Figure 1. Clock wiring as the flow saved it.
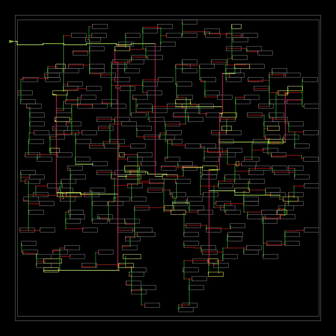
Figure 2. Signal wires by layer.
Drawn at 3 px/µm. Two of the layers only.
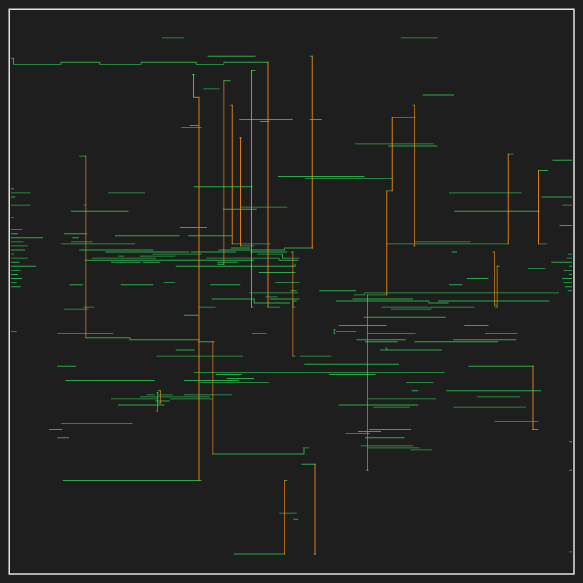
Figure 3. I/O nets highlighted.
Drawn at 2 px/µm.
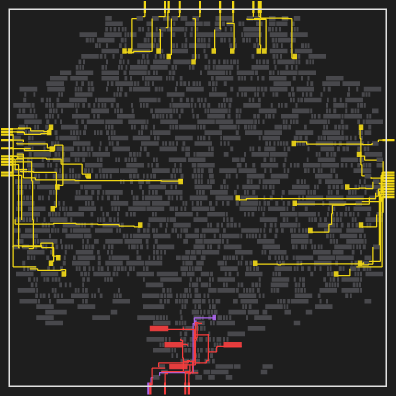
Figure 4. A small window of the routed layout.
Region (131, 131) to (151, 151) µm. Cells in grey, sequential cells in the stronger grey; small squares are vias.
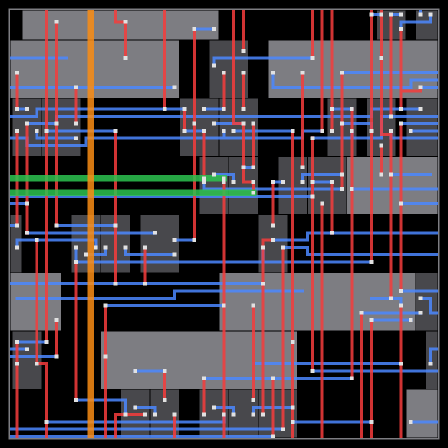
Figure 5. Met2 routing.
Drawn at 2 px/µm.
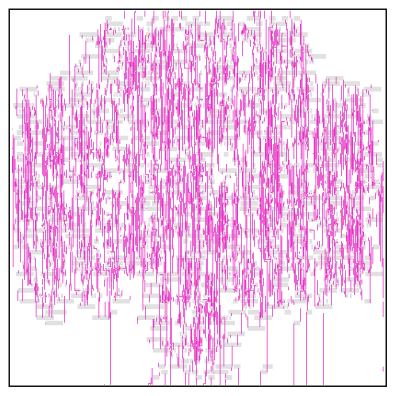
[src/rtl/ras_predictor.sv]
// Return-address stack for the fetch stage: circular storage of the newest DEPTH
// link addresses, with a pointer/count checkpoint for repair after a flush.
module ras_predictor #(
  parameter int ADDR_W     = 32,
  parameter int DEPTH_LOG2 = 3
) (
  input  logic                  clk,
  input  logic                  rst,
  input  logic                  push_i,
  input  logic [ADDR_W-1:0]     push_addr_i,
  input  logic                  pop_i,
  input  logic                  ckpt_save_i,
  input  logic                  ckpt_restore_i,
  output logic                  top_valid_o,
  output logic [ADDR_W-1:0]     top_addr_o,
  output logic [DEPTH_LOG2:0]   count_o,
  output logic                  overflow_o,
  output logic                  underflow_o
);

  localparam int                  DEPTH    = 1 << DEPTH_LOG2;
  localparam logic [DEPTH_LOG2:0] FULL_CNT = (DEPTH_LOG2+1)'(DEPTH);
  localparam logic [DEPTH_LOG2:0] CNT_ONE  = (DEPTH_LOG2+1)'(1);
  localparam logic [DEPTH_LOG2-1:0] PTR_ONE = DEPTH_LOG2'(1);

  logic [ADDR_W-1:0]     mem [DEPTH];
  logic [DEPTH_LOG2-1:0] tos, tos_n, ckpt_tos;
  logic [DEPTH_LOG2:0]   cnt, cnt_n, ckpt_cnt;
  logic [DEPTH_LOG2-1:0] wr_idx;
  logic                  wr_en;
  logic                  ovf_n, udf_n;
  logic                  empty, full;

  assign empty = (cnt == '0);
  assign full  = (cnt == FULL_CNT);

  // Restore wins over everything; push+pop on a live stack replaces the top in place.
  always_comb begin
    tos_n  = tos;
    cnt_n  = cnt;
    wr_en  = 1'b0;
    wr_idx = tos;
    ovf_n  = 1'b0;
    udf_n  = 1'b0;
    if (ckpt_restore_i) begin
      tos_n = ckpt_tos;
      cnt_n = ckpt_cnt;
    end else if (push_i && pop_i && !empty) begin
      wr_en  = 1'b1;
      wr_idx = tos;
    end else if (push_i) begin
      tos_n  = tos + PTR_ONE;
      wr_en  = 1'b1;
      wr_idx = tos + PTR_ONE;
      if (full) ovf_n = 1'b1;
      else      cnt_n = cnt + CNT_ONE;
    end else if (pop_i) begin
      if (empty) begin
        udf_n = 1'b1;
      end else begin
        tos_n = tos - PTR_ONE;
        cnt_n = cnt - CNT_ONE;
      end
    end
  end

  always_ff @(posedge clk or negedge rst) begin
    if (!rst) begin
      for (int i = 0; i < DEPTH; i++) mem[i] <= '0;
      tos         <= '1;
      cnt         <= '0;
      ckpt_tos    <= '0;
      ckpt_cnt    <= '0;
      overflow_o  <= 1'b0;
      underflow_o <= 1'b0;
    end else begin
      if (wr_en) mem[wr_idx] <= push_addr_i;
      tos         <= tos_n;
      cnt         <= cnt_n;
      overflow_o  <= ovf_n;
      underflow_o <= udf_n;
      if (ckpt_save_i && !ckpt_restore_i) begin
        ckpt_tos <= tos_n;
        ckpt_cnt <= cnt_n;
      end
    end
  end

  // top_valid_o qualifies top_addr_o; there is no ready, the consumer samples freely.
  assign top_valid_o = !empty;
  assign top_addr_o  = empty ? '0 : mem[tos];
  assign count_o     = cnt;

endmodule

[config.mk]
export PLATFORM = sky130hd
export DESIGN_NAME = ras_predictor
export DESIGN_NICKNAME = d
export VERILOG_FILES = /design/src/rtl/ras_predictor.sv
export SDC_FILE = /design/constraint.sdc
export NUM_CORES = 1
export LEC_CHECK = 0
export ABC_AREA = 1
export CAP_MARGIN = 20
export CORE_UTILIZATION = 40
export CTS_BUF_LIST = sky130_fd_sc_hd__clkbuf_16
export CTS_CLUSTER_DIAMETER = 80
export CTS_CLUSTER_SIZE = 30
export DETAILED_ROUTE_END_ITERATION = 8
export SKIP_LAST_GASP = 1
export SYNTH_ARGS = -nofsm -noshare
export SYNTH_HDL_FRONTEND = slang
export SYNTH_SLANG_ARGS = --single-unit
[constraint.sdc]
create_clock -name clk -period 6.2 [get_ports clk]
set_clock_uncertainty 0.05 [all_clocks]
set_input_delay 1.55 -clock clk [delete_from_list [all_inputs] [get_ports clk]]
set_output_delay 1.55 -clock clk [all_outputs]
set_load 0.05 [all_outputs]
==> flow.log <==
[flow] collecting metrics
INFO  metric drt.antenna.violating_nets = 0
INFO  metric fmaxAchievable = 179.3 MHz
INFO  metric grt_start_max_net_pins = 120
INFO  metric top_layer = met4
INFO  metric comb_cells = 1341
INFO  metric max_stage_delay = 0.90 ns
INFO  metric count_of_plain_and_timing_repair_buffers_in_the_layout = 107
INFO  metric syn_area = 13810 µm²
INFO  metric cts_max_level = 1
INFO  metric worstSetupEndpoint = top_addr_o[0]
INFO  metric detailedRoute.firstPassIterationCount = 5
INFO  metric detailed_place.area = 14400 µm²
INFO  metric drt-met1-wl = 18340 µm
INFO  metric reg2reg_slack = 1.88 ns
INFO  metric worstHoldPathCells = 2
INFO  metric setup_slack = 0.6238 ns
INFO  metric cp_max_fo = 97
INFO  metric areaGrowthSynthToFinish = 9.444%
INFO  metric routed_via_density = 5.413
INFO  metric ys_seq_frac = 0.4933
INFO  metric result_of_the_run = complete, no violations
INFO  metric dp.cells = 2188
INFO  metric timing.rr.end = mem[166]
INFO  metric die.size.x = 187.8 µm
INFO  metric yosysTopAreaCellShare = 0.4876
INFO  metric timing.final.setup_violations = 0
INFO  metric timing.hold.worst_endpoint = mem[197]
INFO  metric largest_register_ff_count = 256
INFO  metric dr_wl_met2 = 19050 µm
INFO  metric detailed_place_hpwl = 22430 µm
INFO  metric ys_sh_adder = 0.003625
INFO  metric yosys-stat-area = 13810 µm²
INFO  metric timing.critical_path.required = 4.60 ns
INFO  metric syn_inst = 1802
INFO  metric layout.area.seq = 6818 µm²
INFO  metric gp_routability_congestion = 0.7957
INFO  metric worstHoldStart = mem[197]
INFO  metric gr-total-overflow = 0
INFO  metric worst-slew-pin-transition = 1.027 ns
INFO  metric rsz0062_at_grt = false
INFO  metric grtUsageMet3 = 0.03051
INFO  metric grt_antenna_before_repair = 0
-- Figure 1 (at the start) --
Seq Cell Count: 272
total number of clock tree sinks: 272
CTS buffer count: 19
Clock group: 1.42 mW

-- Figure 2 (at the start) --
| colour | layer | wire length |
|---|---|---|
| orange | met4 | 974 µm |
| green | met3 | 2440 µm |
Total Routed Length: 40800 µm
overall routing resource usage: 0.2358
number of vias after detailed routing: 12.02k
Routed wire per std cell: 18.37 µm

-- Figure 3 (at the start) --
| colour | port | bits | direction | edge | end cells | buffers | wire |
|---|---|---|---|---|---|---|---|
| yellow | top_addr_o | 32 | output | 11 left, 11 right, 10 top | 32 | 32 | 1510 µm |
| red | count_o | 4 | output | bottom | 4 | 4 | 227 µm |
| purple | ckpt_save_i | 1 | input | bottom | 2 | 1 | 62.7 µm |
PortBufs: 76
number of placed I/O pins: 77

-- Figure 4 (at the start) --
| colour | layer |
|---|---|
| red | met2 |
| green | met3 |
| blue | met1 |
| orange | met4 |
sequential cells in the window: 5
most frequent: nand2_1 (13), o21ai_1 (6), dfrtp_1 (5)
netlist names of flops here include: mem (5)
cells with their middle in the window: 30

-- Figure 5 (at the start) --
longest straight run: 66.1 µm
main direction: vertical
wire length on this layer: 19100 µm
met2 demand-to-capacity share in global routing: 0.3930

==> power breakdown <==
part,switching [mW],internal (mW),leakage [nW]
Sequential,0.573,2.59,3.43
Clock,0.784,0.637,0.336
Combinational,3.04,1.37,3.46
Total,4.40,4.60,7.23
==> placed cells by master, fill, tap and decap left out, types with 3 or more instances in the layout <==
cell             count
clkdlybuf4s50_1     75
nor2_4               9
inv_12               3
clkbuf_16           19
dfrtp_1            269
o21ai_1            128
inv_1               16
nand3_1            142
a31oi_1             32
o21ai_0            201
xor2_1               3
nand4_1              7
buf_4               29
clkinv_8             5
ha_1                 4
nand3_2              3
nand2_1            566
nand2_4              5
nor2_1             232
==> cell families after synthesis <==
kind of cell,after synthesis
compound gates,365
xor+xnor,3
fa+ha+maj,4
buf+inv,189
flops,272
simple gates,969
Power is estimated from default activity; no workload was simulated.
